[config.mk]
export PLATFORM = sky130hd
export DESIGN_NAME = ram_arbiter
export DESIGN_NICKNAME = d
export VERILOG_FILES = /design/src/rtl/ram_arbiter.sv
export SDC_FILE = /design/constraint.sdc
export NUM_CORES = 1
export LEC_CHECK = 0
export ABC_AREA = 1
export CORE_AREA = 8 8 122 124
export DETAILED_ROUTE_END_ITERATION = 6
export DIE_AREA = 0 0 130 132
export GPL_TIMING_DRIVEN = 0
export SYNTH_ARGS = -nofsm -noshare
export SYNTH_HDL_FRONTEND = slang
export SYNTH_SLANG_ARGS = --single-unit
[constraint.sdc]
create_clock -name clk -period 4.05 [get_ports clk]
set_input_delay 0.405 -clock clk [delete_from_list [all_inputs] [get_ports clk]]
set_output_delay 0.405 -clock clk [all_outputs]
set_load 0.005 [all_outputs]
[src/rtl/ram_arbiter.sv]
// Two-master arbiter for a synchronous-read word RAM: m0 has fixed priority,
// m1 gets an anti-starvation boost and can lock the RAM for multi-beat transfers.
module ram_arbiter #(
  parameter int ADDR_W   = 32,
  parameter int DATA_W   = 32,
  parameter int MAX_WAIT = 4
) (
  input  logic              clk,
  input  logic              reset_n,
  input  logic              m0_req,
  input  logic              m0_we,
  input  logic [ADDR_W-1:0] m0_addr,
  input  logic [DATA_W-1:0] m0_wdata,
  output logic              m0_gnt,
  output logic              m0_rvalid,
  output logic [DATA_W-1:0] m0_rdata,
  input  logic              m1_req,
  input  logic              m1_we,
  input  logic [ADDR_W-1:0] m1_addr,
  input  logic [DATA_W-1:0] m1_wdata,
  input  logic              m1_lock,
  output logic              m1_gnt,
  output logic              m1_rvalid,
  output logic [DATA_W-1:0] m1_rdata,
  output logic [ADDR_W-1:0] ram_wa,
  output logic [ADDR_W-1:0] ram_ra,
  output logic [DATA_W-1:0] ram_wd,
  output logic              ram_we,
  input  logic [DATA_W-1:0] ram_out
);

  localparam int CNT_W = (MAX_WAIT < 1) ? 1 : $clog2(MAX_WAIT + 1);
  localparam logic [CNT_W-1:0] MAX_CNT = CNT_W'(MAX_WAIT);

  typedef enum logic {
    ST_ARB,
    ST_LOCK1
  } state_t;

  state_t             r_state;
  logic [CNT_W-1:0]   r_wait_cnt;
  logic               r_m0_rvalid;
  logic               r_m1_rvalid;

  logic               w_m1_pri;
  logic               w_m0_gnt;
  logic               w_m1_gnt;
  logic [ADDR_W-1:0]  w_addr;

  assign w_m1_pri = m1_req && (r_wait_cnt == MAX_CNT);

  // A locked m1 that drops its request releases the RAM in the same cycle,
  // so m0 may be served immediately rather than losing a cycle.
  always_comb begin
    w_m0_gnt = 1'b0;
    w_m1_gnt = 1'b0;
    if (reset_n) begin
      case (r_state)
        ST_ARB: begin
          if (w_m1_pri)    w_m1_gnt = 1'b1;
          else if (m0_req) w_m0_gnt = 1'b1;
          else if (m1_req) w_m1_gnt = 1'b1;
        end
        ST_LOCK1: begin
          if (m1_req)      w_m1_gnt = 1'b1;
          else if (m0_req) w_m0_gnt = 1'b1;
        end
        default: begin
          w_m0_gnt = 1'b0;
          w_m1_gnt = 1'b0;
        end
      endcase
    end
  end

  assign w_addr = w_m1_gnt ? m1_addr : m0_addr;

  assign m0_gnt    = w_m0_gnt;
  assign m1_gnt    = w_m1_gnt;
  assign ram_wa    = w_addr;
  assign ram_ra    = w_addr;
  assign ram_wd    = w_m1_gnt ? m1_wdata : m0_wdata;
  assign ram_we    = (w_m0_gnt & m0_we) | (w_m1_gnt & m1_we);
  assign m0_rvalid = r_m0_rvalid;
  assign m1_rvalid = r_m1_rvalid;
  assign m0_rdata  = ram_out;
  assign m1_rdata  = ram_out;

  always_ff @(posedge clk or negedge reset_n) begin
    if (!reset_n) begin
      r_state     <= ST_ARB;
      r_wait_cnt  <= '0;
      r_m0_rvalid <= 1'b0;
      r_m1_rvalid <= 1'b0;
    end else begin
      r_m0_rvalid <= w_m0_gnt & ~m0_we;
      r_m1_rvalid <= w_m1_gnt & ~m1_we;

      if (w_m1_gnt)
        r_wait_cnt <= '0;
      else if (m1_req && (r_wait_cnt != MAX_CNT))
        r_wait_cnt <= r_wait_cnt + CNT_W'(1);

      case (r_state)
        ST_ARB:   if (w_m1_gnt && m1_lock) r_state <= ST_LOCK1;
        ST_LOCK1: if (!m1_req || !m1_lock) r_state <= ST_ARB;
        default:  r_state <= ST_ARB;
      endcase
    end
  end

endmodule
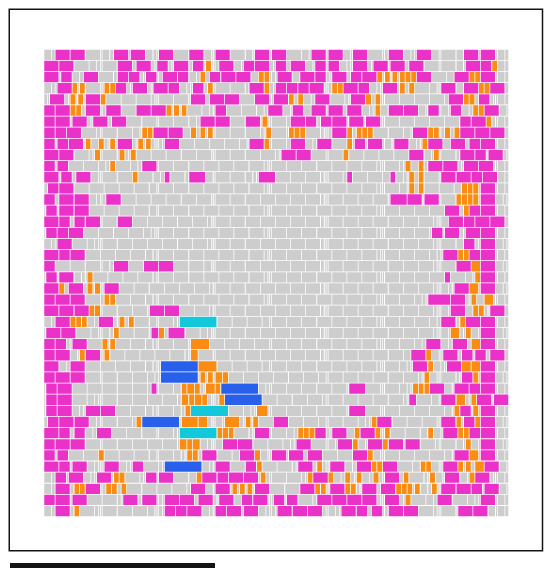
Fig. 1. Placement by cell class.
The bar under the picture is 50 um long. Fill, decap, tap and diode cells in grey.
class	colour	cells	share of their area
combinational and other logic	orange	227	19%
other buffers and delay cells	magenta	409	77%
clock drivers	cyan	3	1.5%
flops	blue	6	3.0%
Core Util, Final: 40.0%
sequential cell area share: 2.89%
core area: 13000 sq um
Design Area, Final: 5200 sq um

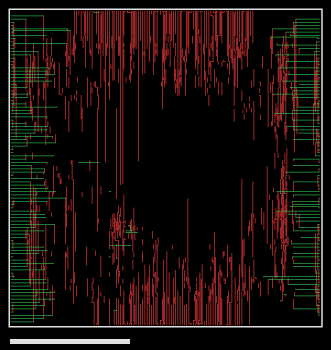
Fig. 2. Routed metal, one colour a layer.
The bar under the picture is 50 um long. Only two layers are drawn.
layer	colour	wire length
metal 3	green	1720 um
metal 2	red	6350 um
Wirelength per Cell: 15.4 um
vias: 3031

==> results.tsv <==
metric	value	unit
ys cells	343	
gr usage total	13.4	%
syn nets	512	
Setup TNS	0	ns
max-cap violation count	0	
Slew Viols, Final	0	
status	finished, final reports clean	
Int Pwr	0.000700	W
# nets final	816	
die height	132	um
Pwr Total	0.00101	W
OpenROAD warnings	27	
Synthesis Warnings	0	
# fillers	1356	
critical path required time	3.64	ns
P per Cell Area	194	nW/um^2
fmax	322	MHz
Post-synth regs	6	
most numerous cell in the Yosys netlist	nand2_1	
Max clock buf depth	2	
Finished Layout Cells	821	
FP Core Util	14.7	%
dpl cell area	5120	sq um
IO Port Bufs	299	
antenna cells	0	
syn avg cell area	5.56	sq um
Reg-to-Reg Start	r_wait_cnt[0]	
DRC	0	
DR pass1 iterations	4	
Main area contributors	nand2_1 (38%), buf_4 (38%), dfrtp_1 (7.9%)	
initial antenna violation count	0	
PostCTS Resize Cnt	0	
most frequent cells in the layout	clkdlybuf4s50_1 (299), nand2_1 (193), buf_4 (96), nand2_2 (11)	
cell families after synthesis:
logic type               synth area share [%]
AND-OR/OR-AND                           0.656
adder cells (fa/ha/maj)                  1.31
AND/OR/NAND/NOR                          45.2
buffers and inverters                    45.0
flip-flops                               7.87
registers in the layout (all words and copies together), names as in the netlist:
name / cells
r_wait_cnt: 3
r_state: 1
m1_rvalid: 1
m0_rvalid: 1
worst max-delay path, cell delays in order:
cell             delay, ns
clkdlybuf4s50_1       0.71
nand2_2               0.15
inv_2                 0.10
nand2_4               0.11
inv_2                 0.08
buf_6                 0.18
buf_8                 0.17
nand2_2               0.05
nand2_1               0.11
buf_4                 0.12
clkdlybuf4s50_1       0.50
area by class of cell:
class	instances	area [sq um]	share of cell area, %
Clock buffer	3	75.1	1.44
Multi-Input combinational cell	220	900	17.3
Sequential cell	6	150	2.89
Inverter	7	26.3	0.506
Tap cell	176	220	4.24
Timing Repair Buffer	299	2990	57.6
Buffer	110	832	16.0
layer usage:
layer,wire (um),vias up,track usage (%)
met5,0,-,0
met4,198,0,3.03
met3,1720,11,5.83
met2,6350,204,26.0
met1,4340,1277,12.3
li1,-,1539,-
metrics by stage:
stage          worst slack (ns)  utilization [%]
2_1_floorplan              2.21                -
3_3_place_gp              0.895             39.5
3_5_place_dp              0.868             39.5
4_1_cts                   0.863             40.0
5_1_grt                   0.743             40.0
6_report                  0.948             40.0
power by group through the flow:
stage / clock (W) / combinational, W / sequential, W
global placement: 0 / 0.000758 / 0.0000882
global route: 0.000168 / 0.000817 / 0.0000921
CTS: 0.000165 / 0.000772 / 0.0000892
detailed placement: 0 / 0.000769 / 0.0000898
floorplan: 0 / 0.000280 / 0.0000873
finish: 0.000163 / 0.000756 / 0.0000901
No activity file was given, so power comes from the tool's default toggle rates.
